--- src/rtl/inta_cycle_sequencer_pkg.sv ---
// Shared definitions for the interrupt-acknowledge sequencer.
//   - State encoding for the sequencer FSM (IDLE..HOLDOFF)
//   - Default timing constants
//   - Active level of the INTA_n strobe
//   - Helper to size the shared down-counter
package inta_cycle_sequencer_pkg;

  typedef logic [2:0] state_t;

  localparam state_t ST_IDLE    = 3'd0;
  localparam state_t ST_PULSE1  = 3'd1;
  localparam state_t ST_GAP     = 3'd2;
  localparam state_t ST_PULSE2  = 3'd3;
  localparam state_t ST_DELIVER = 3'd4;
  localparam state_t ST_HOLDOFF = 3'd5;

  localparam int DEF_PULSE_CYCLES   = 4;
  localparam int DEF_GAP_CYCLES     = 2;
  localparam int DEF_TIMEOUT_CYCLES = 256;

  // Level driven on inta_n while acknowledging.
  localparam logic INTA_ACTIVE = 1'b0;

  function automatic int max3(input int a, input int b, input int c);
    int m;
    m = (a > b) ? a : b;
    return (m > c) ? m : c;
  endfunction

endpackage

--- src/rtl/inta_cycle_sequencer_pulse_timer.sv ---
// Loadable down-counter shared by every timed state of the sequencer.
// The counter stops at 1, so 'expired' stays asserted until the next load.
// Ports:
//   clk, reset   clock, synchronous active-high reset
//   load         load load_val this cycle (takes priority over counting)
//   en           count enable
//   load_val     value loaded on 'load'
//   value        current count
//   expired      count has reached 1 (last cycle of the timed interval)
module inta_cycle_sequencer_pulse_timer #(
  parameter int CNT_W = 4
) (
  input  logic             clk,
  input  logic             reset,
  input  logic             load,
  input  logic             en,
  input  logic [CNT_W-1:0] load_val,
  output logic [CNT_W-1:0] value,
  output logic             expired
);

  logic [CNT_W-1:0] value_q;

  always_ff @(posedge clk) begin
    if (reset) begin
      value_q <= '0;
    end else if (load) begin
      value_q <= load_val;
    end else if (en && (value_q > CNT_W'(1))) begin
      value_q <= value_q - CNT_W'(1);
    end
  end

  assign value   = value_q;
  assign expired = (value_q == CNT_W'(1));

endmodule

--- src/rtl/inta_cycle_sequencer.sv ---
// CPU-side interrupt-acknowledge sequencer for an 8259A PIC.
// Watches the PIC INT line, runs the two-pulse INTA_n cycle and captures the
// vector byte the PIC drives during the second pulse, then hands it to the
// core over a valid/ready handshake.
//
// Optional feature: define INTA_VECTOR_TIMEOUT_EN to drop an undelivered
// vector after TIMEOUT_CYCLES DELIVER cycles (vector_timeout pulses once).
// Without it DELIVER waits indefinitely and vector_timeout is tied low.
//
// Ports:
//   clk, reset      clock, synchronous active-high reset
//   int_in          PIC INT (same clock domain)
//   int_enable      CPU interrupt enable, gates only the start of a sequence
//   data_bus_in     PIC data bus (vector valid during the 2nd INTA_n pulse)
//   inta_n          interrupt acknowledge to PIC, active low, registered
//   vector_out      captured vector byte
//   vector_valid    vector_out holds an undelivered vector
//   vector_ready    consumer accepts the vector when high with vector_valid
//   busy            high in every state except IDLE
//   vector_timeout  one-cycle pulse when a vector is dropped on timeout
//
// Timing: the FSM state leads the registered outputs by one cycle, so
// inta_n follows the state one edge later and the vector is captured at the
// edge that ends the last low cycle of the second pulse.
module inta_cycle_sequencer
  import inta_cycle_sequencer_pkg::*;
#(
  parameter int PULSE_CYCLES   = DEF_PULSE_CYCLES,
  parameter int GAP_CYCLES     = DEF_GAP_CYCLES,
  parameter int TIMEOUT_CYCLES = DEF_TIMEOUT_CYCLES
) (
  input  logic       clk,
  input  logic       reset,
  input  logic       int_in,
  input  logic       int_enable,
  input  logic [7:0] data_bus_in,
  output logic       inta_n,
  output logic [7:0] vector_out,
  output logic       vector_valid,
  input  logic       vector_ready,
  output logic       busy,
  output logic       vector_timeout
);

  localparam int CNT_W = $clog2(max3(PULSE_CYCLES, GAP_CYCLES, TIMEOUT_CYCLES) + 1);

  state_t     state_q, state_d;
  logic       inta_n_q, inta_n_d;
  logic [7:0] vector_out_q, vector_out_d;
  logic       vector_valid_q, vector_valid_d;
  logic       busy_q, busy_d;

  logic             tmr_load;
  logic             tmr_en;
  logic [CNT_W-1:0] tmr_load_val;
  logic [CNT_W-1:0] tmr_value;
  logic             tmr_expired;

  logic xfer;
  logic tmo;

  // Vector handed over at this edge.
  assign xfer = (state_q == ST_DELIVER) && vector_valid_q && vector_ready;

`ifdef INTA_VECTOR_TIMEOUT_EN
  logic vector_timeout_q, vector_timeout_d;

  // Transfer on the final cycle wins over the timeout.
  assign tmo    = (state_q == ST_DELIVER) && vector_valid_q && tmr_expired && !vector_ready;
  // The capture cycle is not counted, so the vector is offered for exactly
  // TIMEOUT_CYCLES cycles.
  assign tmr_en = !((state_q == ST_DELIVER) && !vector_valid_q);
`else
  assign tmo    = 1'b0;
  assign tmr_en = 1'b1;
`endif

  inta_cycle_sequencer_pulse_timer #(
    .CNT_W (CNT_W)
  ) u_timer (
    .clk      (clk),
    .reset    (reset),
    .load     (tmr_load),
    .en       (tmr_en),
    .load_val (tmr_load_val),
    .value    (tmr_value),
    .expired  (tmr_expired)
  );

  // State and output registers.
  // NOTE: sequential state uses non-blocking assignments only, so every
  // register samples the pre-edge values regardless of statement order.
  always_ff @(posedge clk) begin
    if (reset) begin
      state_q        <= ST_IDLE;
      inta_n_q       <= ~INTA_ACTIVE;
      vector_out_q   <= 8'h00;
      vector_valid_q <= 1'b0;
      busy_q         <= 1'b0;
`ifdef INTA_VECTOR_TIMEOUT_EN
      vector_timeout_q <= 1'b0;
`endif
    end else begin
      state_q        <= state_d;
      inta_n_q       <= inta_n_d;
      vector_out_q   <= vector_out_d;
      vector_valid_q <= vector_valid_d;
      busy_q         <= busy_d;
`ifdef INTA_VECTOR_TIMEOUT_EN
      vector_timeout_q <= vector_timeout_d;
`endif
    end
  end

  // Next-state logic. Once started a sequence always runs to completion;
  // int_in/int_enable are only looked at in IDLE.
  always_comb begin
    // NOTE: defaults first so every path assigns every signal (no latches).
    state_d = state_q;
    unique case (state_q)
      ST_IDLE:    if (int_in && int_enable) state_d = ST_PULSE1;
      ST_PULSE1:  if (tmr_expired)          state_d = ST_GAP;
      ST_GAP:     if (tmr_expired)          state_d = ST_PULSE2;
      ST_PULSE2:  if (tmr_expired)          state_d = ST_DELIVER;
      ST_DELIVER: if (xfer || tmo)          state_d = ST_HOLDOFF;
      ST_HOLDOFF: if (tmr_expired)          state_d = ST_IDLE;
      default:                              state_d = ST_IDLE;
    endcase
  end

  // The timer is reloaded on every state entry with the length of the new state.
  always_comb begin
    tmr_load     = (state_d != state_q);
    tmr_load_val = '0;
    unique case (state_d)
      ST_PULSE1, ST_PULSE2: tmr_load_val = CNT_W'(PULSE_CYCLES);
      ST_GAP, ST_HOLDOFF:   tmr_load_val = CNT_W'(GAP_CYCLES);
`ifdef INTA_VECTOR_TIMEOUT_EN
      ST_DELIVER:           tmr_load_val = CNT_W'(TIMEOUT_CYCLES);
`endif
      default:              tmr_load_val = '0;
    endcase
  end

  // Output logic: next values of the registered outputs.
  always_comb begin
    inta_n_d       = ((state_q == ST_PULSE1) || (state_q == ST_PULSE2)) ? INTA_ACTIVE : ~INTA_ACTIVE;
    busy_d         = (state_d != ST_IDLE);
    vector_out_d   = vector_out_q;
    vector_valid_d = vector_valid_q;
`ifdef INTA_VECTOR_TIMEOUT_EN
    vector_timeout_d = 1'b0;
`endif
    if (state_q == ST_DELIVER) begin
      if (!vector_valid_q) begin
        // First DELIVER cycle: inta_n is still low on the second pulse here.
        vector_out_d   = data_bus_in;
        vector_valid_d = 1'b1;
      end else if (xfer) begin
        vector_valid_d = 1'b0;
      end else if (tmo) begin
        vector_valid_d = 1'b0;
`ifdef INTA_VECTOR_TIMEOUT_EN
        vector_timeout_d = 1'b1;
`endif
      end
    end
  end

  assign inta_n       = inta_n_q;
  assign vector_out   = vector_out_q;
  assign vector_valid = vector_valid_q;
  assign busy         = busy_q;
`ifdef INTA_VECTOR_TIMEOUT_EN
  assign vector_timeout = vector_timeout_q;
`else
  assign vector_timeout = 1'b0;
`endif

endmodule

--- config.mk ---
export PLATFORM = sky130hd
export DESIGN_NAME = inta_cycle_sequencer
export DESIGN_NICKNAME = d
export VERILOG_FILES = /design/src/rtl/inta_cycle_sequencer_pkg.sv /design/src/rtl/inta_cycle_sequencer_pulse_timer.sv /design/src/rtl/inta_cycle_sequencer.sv
export SDC_FILE = /design/constraint.sdc
export NUM_CORES = 1
export LEC_CHECK = 0
export CAP_MARGIN = 30
export CORE_MARGIN = 4
export CORE_UTILIZATION = 43
export CTS_CLUSTER_SIZE = 14
export DETAILED_ROUTE_END_ITERATION = 10
export GPL_ROUTABILITY_DRIVEN = 0
export PLACE_DENSITY = 0.73
export SYNTH_ARGS = -nofsm -noshare
export SYNTH_HDL_FRONTEND = slang
export SYNTH_SLANG_ARGS = --single-unit
--- constraint.sdc ---
create_clock -name clk -period 1.7 [get_ports clk]
set_input_delay 0.34 -clock clk [delete_from_list [all_inputs] [get_ports clk]]
set_output_delay 0.34 -clock clk [all_outputs]
set_load 0.005 [all_outputs]
sizing.png
The bar under the picture is 20 µm long.
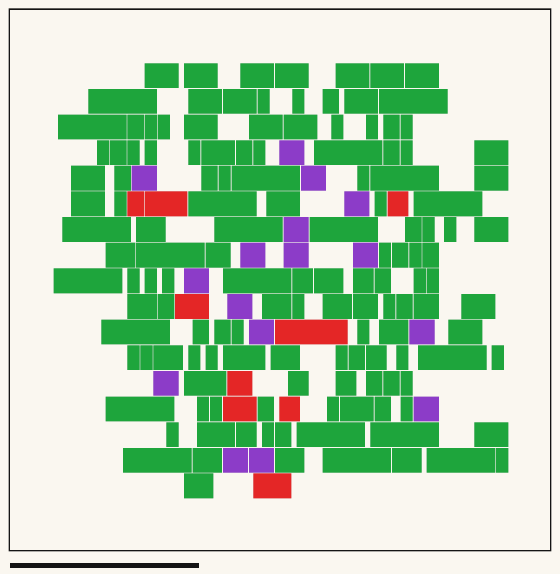
color	size	cells	most used
purple	x3 and x4	16	buf_4
green	x1 and smaller	138	nand2_1
red	x2	9	nor3_2
count of non-CTS buffers in the layout: 36
area growth from synthesis to layout: 35.4%
PnR worst setup slack: 0.0827 ns

class_map.png
The bar under the picture is 20 µm long.
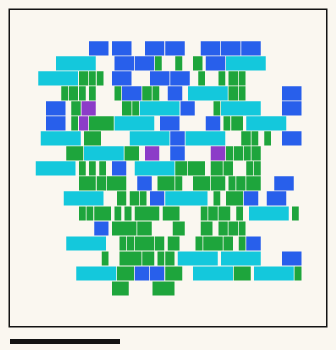
color	class	cells
purple	clock drivers and dummy loads	4
blue	remaining buffers and delay cells	36
green	remaining logic cells	100
cyan	registers	23
Post-Route Utilization: 62.8%
num rows: 17

ff_map.png
The bar under the picture is 20 µm long. Other sequential cells in the stronger gray, the rest of the logic in the fainter gray.
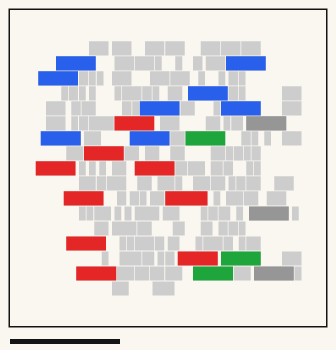
color	name in the netlist	sequential cells
red	`u_timer.value`	9
blue	`vector_out`	8
green	`state_q`	3
not colored	3

==> flow_metrics.env <==
# source this file to load flow results
export IMPL_path_clk_slew_ns=0.13
export IMPL_r2r_start="u_timer.value[2]"
export IMPL_p_comb_share_pct=52.6
export IMPL_cts_htree_levels=1
export IMPL_sequentialPowerShare_pct=35.2
export IMPL_ff_type="dfxtp_1"
export IMPL_post_place_ws_ns=-0.0934
export IMPL_ys_seq_share_pct=44.1
export IMPL_sh_seq_area_pct=32.6
export IMPL_inv_count=4
export IMPL_slew_violations=0
export IMPL_flop_count=23
export IMPL_globalRouteOverflowTotal=0
export IMPL_drt_initial_drc_count=6
export IMPL_reg2reg_to="u_timer.value[2]"
export IMPL_via_count=955
export IMPL_buffer_area_share_pct=23.2
export IMPL_status="completed"
export IMPL_ys_sh_aoi_pct=15.3
export IMPL_cts_hold_fix_buffers=0
export IMPL_mux_share_pct=0
export IMPL_core_area_mm2=0.00225
export IMPL_ctsLongestPathBuffers=2
export IMPL_swShare_pct=38.0
export IMPL_wirelength_um=2350
export IMPL_die_area_mm2=0.00328
export IMPL_ios=25
export IMPL_end_kind="output port"
export IMPL_combGateArea_um2=548
export IMPL_yosysUniqueCellTypes=35
export IMPL_cpLargestDelayFamily="buffers and inverters"
export IMPL_leakagePower_nw=0.538
export IMPL_min_path_type="reg2reg"
export IMPL_ys_cells=132
export IMPL_fp_util_pct=46.3
export IMPL_crit_required_ns=1.36
export IMPL_hold_viol=0
export IMPL_hold_depth=2
export IMPL_dominant_cells="combinational gates"
export IMPL_largest_area_cell="dfxtp_1"
export IMPL_cp_slowest_cell="clkdlybuf4s50_1"
export IMPL_synth_area_mm2=0.00104
export IMPL_dpl_cell_area_mm2=0.00135
export IMPL_layout_top_cells="nand2_1 (24), clkdlybuf4s50_1 (23), dfxtp_1 (22), nor2_1 (16), a21oi_1 (14)"
export IMPL_diodes=0
export IMPL_yosysMostFrequentCell="nand2_1"
-- per-layer routing --
metal	wire (µm)	vias up	global-route usage, %
met5	0	-	0
met4	13	0	2.98
met3	91	2	5.20
met2	1240	14	27.1
met1	1010	436	17.7
li1	-	503	-
-- power by group through the flow --
| stage | combinational, mW | sequential (mW) | clock [mW] |
|---|---|---|---|
| 2_1_floorplan | 0.726 | 0.721 | 0 |
| 3_3_place_gp | 0.984 | 0.719 | 0 |
| 3_5_place_dp | 1.02 | 0.723 | 0 |
| 4_1_cts | 1.04 | 0.716 | 0.264 |
| 5_1_grt | 1.22 | 0.734 | 0.279 |
| 6_report | 1.08 | 0.721 | 0.252 |
-- timing repair --
item,4_1_cts,5_1_grt
setup buffers,2,0
pin swaps,0,1
setup endpoints to repair,7,8
gates resized,1,4
No activity file was given, so power comes from the tool's default toggle rates.
